Figure 1. Placement by cell class (run 1).
Bar = 20 um. Fill, decap, tap and diode cells in grey.
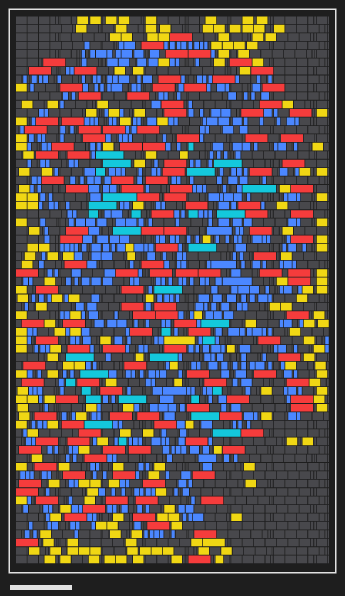
Figure 2. M1 wires (run 1).
Supply wires on this layer in grey.
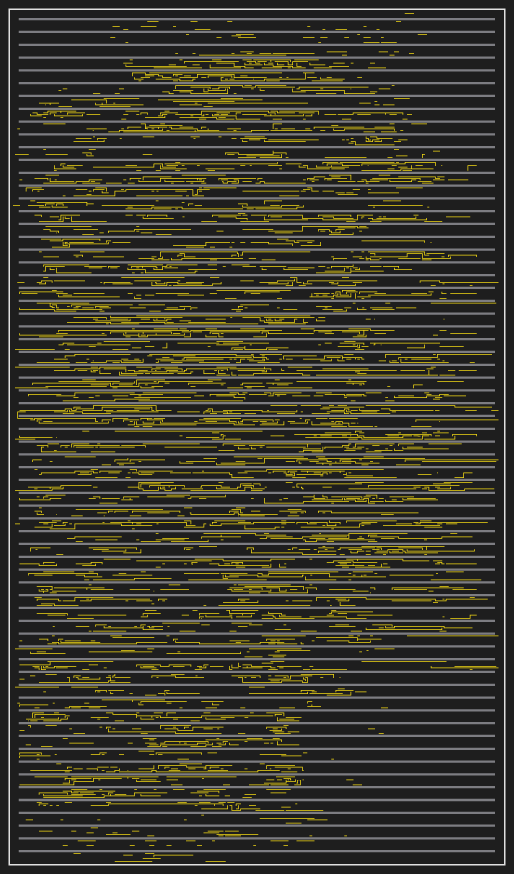
Figure 3. Cell density map (run 1).
The die is cut into 10 by 18 equal tiles; white is low, dark blue is high, 0 to 100% covered.
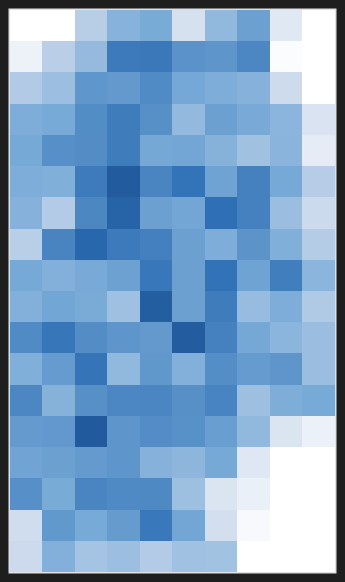
--- config.mk ---
export PLATFORM = sky130hd
export DESIGN_NAME = mem_access_ctrl
export DESIGN_NICKNAME = d
export VERILOG_FILES = /design/src/rtl/mem_access_ctrl.sv
export SDC_FILE = /design/constraint.sdc
export NUM_CORES = 1
export LEC_CHECK = 0
export CAP_MARGIN = 30
export CORE_ASPECT_RATIO = 1.75
export CORE_MARGIN = 1.5
export CORE_UTILIZATION = 35
export DETAILED_ROUTE_END_ITERATION = 8
export SYNTH_ARGS = -nofsm -noshare
export SYNTH_HDL_FRONTEND = slang
export SYNTH_SLANG_ARGS = --single-unit
--- constraint.sdc ---
create_clock -name Clk -period 4.25 [get_ports Clk]
set_input_delay 0.85 -clock Clk [delete_from_list [all_inputs] [get_ports Clk]]
set_output_delay 0.85 -clock Clk [all_outputs]
set_load 0.03 [all_outputs]
--- src/rtl/mem_access_ctrl.sv ---
// MEM-stage initiator for a word-only data memory. Executes one load or store per
// transaction, performs read-modify-write for sub-word stores, extends load results
// and rejects misaligned or out-of-range requests with an error response.
module mem_access_ctrl #(
  parameter int unsigned AW = 12
) (
  input  logic        Clk,
  input  logic        Reset,
  input  logic        req_valid,
  input  logic [2:0]  req_op,
  input  logic [31:0] req_addr,
  input  logic [31:0] req_wdata,
  output logic        busy,
  output logic        done,
  output logic        err,
  output logic [31:0] rdata,
  output logic [31:0] mem_addr,
  output logic [31:0] mem_wdata,
  output logic        mem_we,
  input  logic [31:0] mem_rdata
);

  localparam logic [2:0] OpLw  = 3'd0;
  localparam logic [2:0] OpLh  = 3'd1;
  localparam logic [2:0] OpLhu = 3'd2;
  localparam logic [2:0] OpLb  = 3'd3;
  localparam logic [2:0] OpLbu = 3'd4;
  localparam logic [2:0] OpSw  = 3'd5;
  localparam logic [2:0] OpSh  = 3'd6;

  typedef enum logic [2:0] {
    StIdle,
    StLoad,
    StStore,
    StRmwRd,
    StRmwWr,
    StResp
  } state_e;

  state_e      state_q;
  logic [2:0]  op_q;
  logic [1:0]  addr_lo_q;
  logic [31:0] wdata_q;
  logic [31:0] merge_q;
  logic        err_q;

  logic        req_bad;
  logic        req_is_load;
  logic [31:0] load_ext;
  logic [31:0] merged;

  // Classify the incoming request: range/alignment error and load vs. store.
  always_comb begin
    req_bad = |req_addr[31:AW];
    case (req_op)
      OpLw, OpSw:        if (req_addr[1:0] != 2'b00) req_bad = 1'b1;
      OpLh, OpLhu, OpSh: if (req_addr[0]) req_bad = 1'b1;
      default: ;
    endcase
    req_is_load = (req_op <= OpLbu);
  end

  // Lane extraction and sign/zero extension of the word currently on mem_rdata.
  always_comb begin
    logic [7:0]  lane_b;
    logic [15:0] lane_h;
    case (addr_lo_q)
      2'd0:    lane_b = mem_rdata[7:0];
      2'd1:    lane_b = mem_rdata[15:8];
      2'd2:    lane_b = mem_rdata[23:16];
      default: lane_b = mem_rdata[31:24];
    endcase
    lane_h = addr_lo_q[1] ? mem_rdata[31:16] : mem_rdata[15:0];
    case (op_q)
      OpLh:    load_ext = {{16{lane_h[15]}}, lane_h};
      OpLhu:   load_ext = {16'h0000, lane_h};
      OpLb:    load_ext = {{24{lane_b[7]}}, lane_b};
      OpLbu:   load_ext = {24'h000000, lane_b};
      default: load_ext = mem_rdata;
    endcase
  end

  // Replace the target lane of the captured word with the store data.
  always_comb begin
    merged = merge_q;
    if (op_q == OpSh) begin
      if (addr_lo_q[1]) merged[31:16] = wdata_q[15:0];
      else              merged[15:0]  = wdata_q[15:0];
    end else begin
      case (addr_lo_q)
        2'd0:    merged[7:0]   = wdata_q[7:0];
        2'd1:    merged[15:8]  = wdata_q[7:0];
        2'd2:    merged[23:16] = wdata_q[7:0];
        default: merged[31:24] = wdata_q[7:0];
      endcase
    end
  end

  // Write data is decoded from state so it is zero outside the two write cycles.
  always_comb begin
    mem_wdata = '0;
    case (state_q)
      StStore: mem_wdata = wdata_q;
      StRmwWr: mem_wdata = merged;
      default: ;
    endcase
  end

  // Transaction FSM with registered status outputs.
  always_ff @(posedge Clk) begin
    if (Reset) begin
      state_q   <= StIdle;
      op_q      <= '0;
      addr_lo_q <= '0;
      wdata_q   <= '0;
      merge_q   <= '0;
      err_q     <= 1'b0;
      busy      <= 1'b0;
      done      <= 1'b0;
      err       <= 1'b0;
      rdata     <= '0;
      mem_addr  <= '0;
      mem_we    <= 1'b0;
    end else begin
      done   <= 1'b0;
      err    <= 1'b0;
      mem_we <= 1'b0;
      case (state_q)
        // RESP may accept the next request directly, so back-to-back has no idle gap.
        StIdle, StResp: begin
          if (req_valid) begin
            op_q      <= req_op;
            addr_lo_q <= req_addr[1:0];
            wdata_q   <= req_wdata;
            mem_addr  <= {req_addr[31:2], 2'b00};
            err_q     <= req_bad;
            busy      <= 1'b1;
            // Rejected requests spend one quiet cycle in LOAD (no capture) so they
            // share the two-cycle shape of loads and word stores.
            if (req_bad || req_is_load) begin
              state_q <= StLoad;
            end else if (req_op == OpSw) begin
              state_q <= StStore;
              mem_we  <= 1'b1;
            end else begin
              state_q <= StRmwRd;
            end
          end else begin
            state_q <= StIdle;
            busy    <= 1'b0;
            err_q   <= 1'b0;
          end
        end
        StLoad: begin
          if (!err_q) rdata <= load_ext;
          state_q <= StResp;
          done    <= 1'b1;
          err     <= err_q;
        end
        StStore: begin
          state_q <= StResp;
          done    <= 1'b1;
        end
        StRmwRd: begin
          merge_q <= mem_rdata;
          state_q <= StRmwWr;
          mem_we  <= 1'b1;
        end
        StRmwWr: begin
          state_q <= StResp;
          done    <= 1'b1;
        end
        default: state_q <= StIdle;
      endcase
    end
  end

endmodule

==> flow_metrics.py, run 1 <==
# Generated from Yosys and OpenROAD reports
metrics = {
    "finish": {
        "logic_area_sq_um": 3250,
        "seq_share_pct": 30.6,
        "final-nonclk-buf-share_pct": 23.4,
        "logic_gates": 603,
        "layout.cells.most_common": "nand2_1",
        "fillers": 1756,
        "final_layout_size_suffix_gt1_share_pct": 5.99,
        "n_all_buffers": 213,
        "nets": 1090,
        "syn_to_final_growth_pct": 43.0,
        "sh_comb_area_pct": 35.7,
        "lay_top_cells": "247 x nand2_1, 198 x clkdlybuf4s50_1, 139 x dfxtp_1",
    },
    "clock_tree": {
        "clk_latency_ns": 0.42,
        "cts_resized": 0,
        "cts_buffers": 17,
        "clock_path_buffers": 2,
        "cts_tree": "yes",
        "h-tree-depth": 4,
        "cts_hold_buffers": 0,
        "path_clk_slew_ns": 0.06,
    },
    "placed_design": {
        "pre_cts_ws_ns": 0.672,
        "placed_area_sq_um": 8500,
        "finalWeightedCongestion": 0.919,
    },
    "yosys": {
        "synthFlopType": "dfxtp_1",
        "synth_area_per_cell_sq_um": 7.79,
        "async_reset_ff_share_pct": 0,
        "yosysCellCount": 818,
        "top_cell": "nand2_1",
        "ys_types": 49,
        "ys_ff": 139,
        "synth_area_sq_um": 6370,
    },
    "global_route": {
        "grt_pass1_wl_um": 34400,
        "grt_max_degree": 70,
        "grt_pass1_vias": 6328,
        "antenna_found_initial": 0,
    },
    "route": {
        "wire_per_inst_um": 17.5,
        "via_per_inst": 5.15,
        "detail-route-antenna-nets": 0,
        "firstDrtPassIters": 5,
    },
    "run": {
        "cap_viol_max_count": 0,
    },
    "timing": {
        "skew_ns": 0.0129,
        "tns_ns": 0,
        "period_used_pct": 92.0,
        "fmax_mhz": 256,
        "setup_viol": 0,
    },
    "worst_setup_path": {
        "cp_top_family": "buffers and inverters",
        "cpPeakStageDelay_ns": 0.70,
        "worstSetupEndpointType": "output pin",
        "worst-path-buf-inv": 2,
        "critPathKind": "flip-flop to output pin",
        "regToRegEndpoint": "rdata[30]",
        "cp-startpoint": "addr_lo_q[1]",
        "cp-start-kind": "flip-flop",
    },
    "die": {
        "tap-cell-count": 234,
        "dieArea_sq_um": 19100,
        "die_w_um": 105,
    },
    "power_and_ir_drop": {
        "p_sw_share_pct": 29.6,
        "p_comb_share_pct": 19.3,
        "powerClk_uw": 1510,
    },
    "min_path": {
        "hold_end": "mem_addr[9]",
        "holdCritPathClass": "flip-flop to flip-flop",
        "min-delay-start": "mem_addr[9]",
    },
    "run_status": {
        "outcome": "completed",
    },
}
## Picture notes: Figure 1
- cyan: clock drivers and dummy loads (cells 32; share of their area 6.8%)
- blue: all other logic (cells 617; share of their area 37%)
- yellow: other buffers and delay cells (cells 213; share of their area 24%)
- red: flip-flops (cells 139; share of their area 32%)
final instance area: 9110 sq um
Finished Core Util: 50.9%

## Picture notes: Figure 2
- nets with wire on the layer: 973
- main direction: horizontal
DRT Wirelength: 21700 um
vias: 6364
met1 Use GR: 26.2%

## Picture notes: Figure 3
- fullest tile: 83%
- mean over tiles: 46%
- nearly empty tiles: 7.8%
- tiles over 75% full: 3.3%
- densest ninth of the die: centre
- emptiest ninth of the die: lower right
Core ar.: 17900 sq um
initial core utilization: 35.6%

## run 1: cell families (layout without fill, tap and decap cells)
family / count (synthesis) / after routing / share of synthesized area (%)
and+or+nand+nor: 339 / 339 / 22.2
AOI/OAI and AO/OA: 226 / 226 / 22.2
DFF: 139 / 139 / 43.7
buffers and inverters: 77 / 259 / 5.66
muxes: 32 / 32 / 5.68
xor gates and xnor gates: 3 / 3 / 0.413
adders and majority gates: 1 / 1 / 0.157
other: 1 / 2 / 0.0589
## run 1: flip-flops by register name, summed over array words and instances, names as in the netlist
signal	count
busy	1
merge_q	32
err_q	1
mem_we	1
addr_lo_q	2
wdata_q	32
rdata	32
state_q	3
done	1
err	1
op_q	3
mem_addr	30
==> run 1 -> run 2 <==
- CORE_UTILIZATION: 35 -> 28
- GPL_ROUTABILITY_DRIVEN: not set -> 0
- RECOVER_POWER: not set -> 25
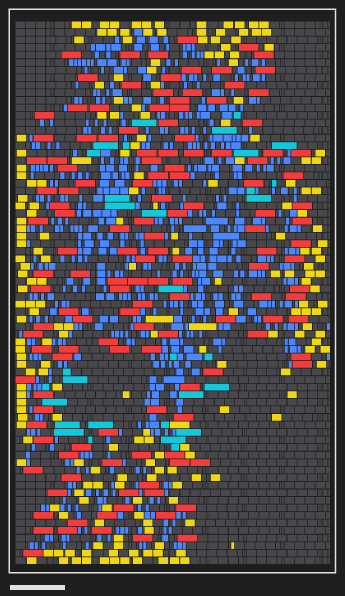
Figure 4: run 2, placement by cell class.
Bar = 20 um. Fill, decap, tap and diode cells in grey.
final instance area: 9180 sq um
row cnt: 72
Finished Core Util: 41.3%

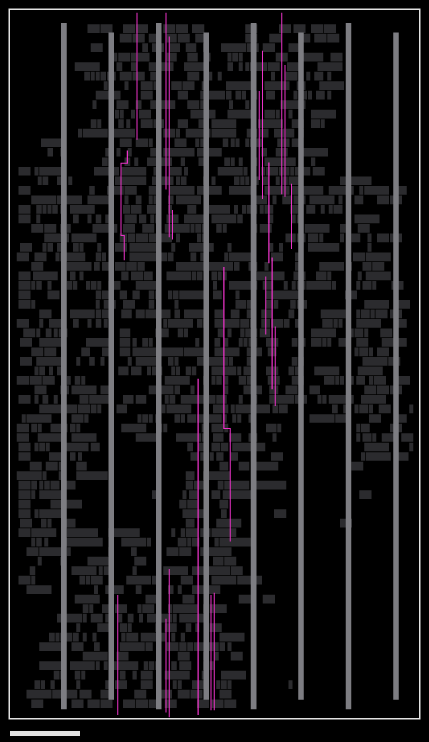
Figure 5: run 2, metal 4.
Bar = 20 um. Supply wires on this layer in grey. Cells faint in the background.
- share of all routed wire: 3.6%
- main direction: vertical
- nets with wire on the layer: 19
- longest straight run: 95.9 um
- wire length on this layer: 810 um
DRT Wirelength: 22300 um
vias: 6373

==> flow_metrics.py, run 2 <==
# Generated from Yosys and OpenROAD reports
metrics = {
    "yosys": {
        "ys_sh_xor_pct": 0.412,
        "compound_area_share_pct": 22.2,
        "common_cells": "247 x nand2_1, 139 x dfxtp_1, 113 x a21oi_1",
        "fa_ha_area_share_pct": 0.157,
        "synth_area_per_cell_sq_um": 7.79,
        "top_cell": "nand2_1",
        "logic_family": "simple AND/OR/NAND/NOR gates",
        "synth_area_sq_um": 6370,
        "mux_share_pct": 5.68,
        "synthFlopType": "dfxtp_1",
        "async_reset_ff_share_pct": 0,
        "synth-simple-area-share_pct": 22.2,
        "yosysCellCount": 818,
        "ys_types": 49,
    },
    "finish": {
        "lay_top_cells": "247 x nand2_1, 187 x clkdlybuf4s50_1, 139 x dfxtp_1",
        "final_layout_size_suffix_gt1_share_pct": 5.61,
        "syn_to_final_growth_pct": 44.2,
        "fillers": 2345,
        "nets": 1089,
        "layout.cells.most_common": "nand2_1",
        "logic_area_sq_um": 3250,
    },
    "worst_setup_path": {
        "worstSetupEndpointType": "output pin",
        "worst-path-buf-inv": 2,
        "rr_startpoint": "state_q[2]",
        "cp-start-kind": "flip-flop",
        "regToRegEndpoint": "addr_lo_q[0]",
        "critPathKind": "flip-flop to output pin",
        "cp_max_fo": 12,
        "cp_top_family": "buffers and inverters",
    },
    "clock_tree": {
        "cts_hold_buffers": 0,
        "clock_path_buffers": 2,
        "path_clk_slew_ns": 0.06,
        "root_buffer": "clkbuf_16",
        "cts_resized": 0,
        "cts_buffers": 17,
        "cts_tree": "yes",
        "h-tree-depth": 4,
    },
    "die": {
        "dieArea_sq_um": 23700,
        "die_w_um": 117,
        "fp-utilization_pct": 28.6,
        "core_area_sq_um": 22300,
    },
    "global_route": {
        "busiest_layer": "met2",
        "grt_pass1_wl_um": 34200,
        "antenna_found_initial": 1,
        "grt_max_degree": 70,
    },
    "run_status": {
        "violations": "capacitance limit, slew limit",
        "outcome": "finished, violations left",
    },
    "run": {
        "cap_viol_max_count": 1,
    },
    "timing": {
        "fmax_mhz": 262,
        "tns_ns": 0,
        "skew_ns": 0.00856,
        "period_used_pct": 89.9,
        "maxSlewViolCount": 43,
        "holdWs_ns": 0.452,
    },
    "min_path": {
        "min-delay-start": "mem_addr[13]",
        "hold_end": "mem_addr[13]",
        "holdCritPathClass": "flip-flop to flip-flop",
    },
    "power_and_ir_drop": {
        "p_sw_share_pct": 29.6,
        "p_comb_share_pct": 19.6,
        "powerClk_uw": 1480,
    },
    "route": {
        "wire_per_inst_um": 17.2,
        "detail-route-antenna-nets": 0,
        "firstDrtPassIters": 5,
    },
    "placed_design": {
        "placed_area_sq_um": 8600,
        "pre_cts_ws_ns": 0.927,
    },
}
## run 2: cell counts after synthesis
No cell type changed its count.
## run 2: worst max-delay path by stage
stage                from            end  slack (ns)  depth (start not counted)
6_report          op_q[1]  mem_wdata[23]        0.43                          6
5_1_grt           op_q[1]   mem_wdata[9]        0.18                          6
4_1_cts           op_q[1]   mem_wdata[9]        0.44                          6
3_5_place_dp   state_q[2]   mem_wdata[7]        0.93                          5
3_3_place_gp      op_q[1]  mem_wdata[23]        0.92                          6
2_1_floorplan     op_q[0]  mem_wdata[10]        1.36                          6
## run 2: layout make-up
cell class | instances | area share [%]
multi-input cells | 603 | 35.3
inverters | 14 | 0.572
clock inverters | 13 | 1.57
flip-flops and latches | 139 | 30.3
clock buffers | 18 | 4.78
well taps | 296 | 4.03
diodes | 2 | 0.0545
repair buffers | 212 | 23.3
==> run 2 -> run 3 <==
- SLEW_MARGIN: not set -> 20
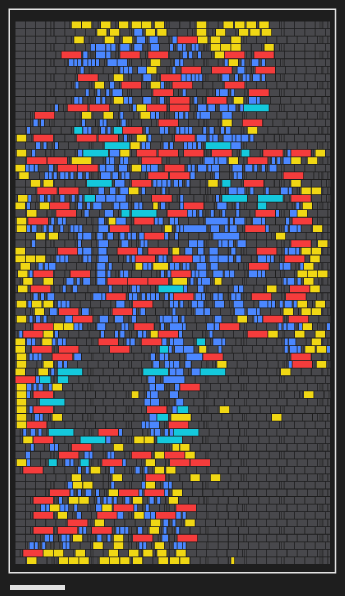
Figure 6: run 3, placement by cell class.
Bar = 20 um. Fill, decap, tap and diode cells in grey.
- cyan: clock drivers and dummy loads (cells 32; share of their area 6.5%)
- blue: all other logic (cells 617; share of their area 38%)
- yellow: other buffers and delay cells (cells 212; share of their area 24%)
- red: flip-flops (cells 139; share of their area 32%)
fraction of area in registers: 30.4%
Core ar.: 22300 sq um
Finished Core Util: 41.1%

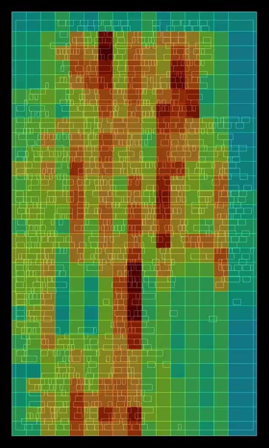
Figure 7: run 3, congestion heat map.
Global Route met2 Usage: 32.3%
met1 Use GR: 22.3%
gr usage total: 18.9%
met3 GRT Util: 2.93%

==> flow_metrics.py, run 3 <==
# Generated from Yosys and OpenROAD reports
metrics = {
    "run_status": {
        "outcome": "finished, violations left",
        "violations": "capacitance limit, slew limit",
    },
    "worst_setup_path": {
        "rr_worst_depth": 3,
        "cp-startpoint": "op_q[1]",
        "regToRegEndpoint": "rdata[22]",
        "rr_startpoint": "state_q[1]",
        "worstSetupEndpointType": "output pin",
        "critPathKind": "flip-flop to output pin",
        "critPathCapture": "mem_wdata[11]",
        "cp-start-kind": "flip-flop",
    },
    "finish": {
        "lay_top_cells": "247 x nand2_1, 190 x clkdlybuf4s50_1, 139 x dfxtp_1",
        "logic_area_sq_um": 3250,
        "logic_gates": 603,
        "syn_to_final_growth_pct": 43.6,
        "nets": 1089,
        "layout.cells.most_common": "nand2_1",
        "fillers": 2310,
        "top_regs": "merge_q: 32 flops, rdata: 32 flops, wdata_q: 32 flops",
        "n_all_buffers": 212,
        "final-nonclk-buf-share_pct": 23.2,
        "dominant_cells": "multi-input combinational cells",
        "sh_comb_area_pct": 35.5,
        "final_layout_size_suffix_gt1_share_pct": 5.80,
        "fin_area_sq_um": 9150,
        "clock_area_share_pct": 6.22,
        "clock_buffers": 17,
        "ff_count": 139,
    },
    "power_and_ir_drop": {
        "leakagePower_uw": 0.00326,
    },
    "global_route": {
        "antenna_found_initial": 3,
        "grt_max_degree": 70,
        "busiest_layer": "met2",
    },
    "route": {
        "wl_um": 22100,
        "firstDrtPassIters": 4,
        "vias": 6291,
        "detail-route-antenna-nets": 0,
        "wire_per_inst_um": 17.0,
    },
    "placed_design": {
        "pre_cts_ws_ns": 0.903,
        "placed_area_sq_um": 8580,
    },
    "min_path": {
        "min-delay-start": "mem_addr[13]",
        "hold_end": "mem_addr[13]",
        "holdCritPathClass": "flip-flop to flip-flop",
    },
    "clock_tree": {
        "cts_hold_buffers": 0,
        "path_clk_slew_ns": 0.06,
        "post-cts-setup-buffers": 0,
        "cts_buffers": 17,
        "cts_tree": "yes",
        "cts_resized": 0,
        "root_buffer": "clkbuf_16",
        "h-tree-depth": 4,
        "clock_path_buffers": 2,
    },
    "yosys": {
        "synth_area_sq_um": 6370,
        "edf_count": 0,
        "seq_area_frac_synth_pct": 43.7,
        "synthFlopType": "dfxtp_1",
        "async_reset_ff_share_pct": 0,
        "ys_types": 49,
        "synth_area_per_cell_sq_um": 7.79,
        "yosysCellCount": 818,
        "top_cell": "nand2_1",
        "common_cells": "247 x nand2_1, 139 x dfxtp_1, 113 x a21oi_1",
    },
    "timing": {
        "period_used_pct": 90.3,
        "skew_ns": 0.00866,
        "maxSlewViolCount": 43,
        "tns_ns": 0,
        "fmax_mhz": 261,
    },
    "die": {
        "tap-cell-count": 296,
        "die_w_um": 117,
        "placementRows": 72,
        "fp-utilization_pct": 28.6,
    },
    "run": {
        "cap_viol_max_count": 1,
    },
}
==> run 3: cell counts after synthesis <==
No cell type changed its count.
==> run 3: report_power, final <==
part           switching, uW  internal [uW]
registers               57.0           1390
clock network            673            783
logic                    415            297
==> run 3: kinds of logic after synthesis <==
kind of cell / after synthesis / synth area share (%)
muxes: 32 / 5.68
adders and majority gates: 1 / 0.157
buffers and inverters: 77 / 5.66
and+or+nand+nor: 339 / 22.2
xor gates and xnor gates: 3 / 0.413
AOI/OAI and AO/OA: 226 / 22.2
other: 1 / 0.0589
DFF: 139 / 43.7
==> run 3: critical path: stages, from the launching register on <==
cell and delay, ns:
dfxtp_1 0.55, nand3b_1 0.13, buf_4 0.22, a21oi_1 0.54, o2bb2ai_1 0.15, o21ai_0 0.24, clkdlybuf4s50_1 0.72
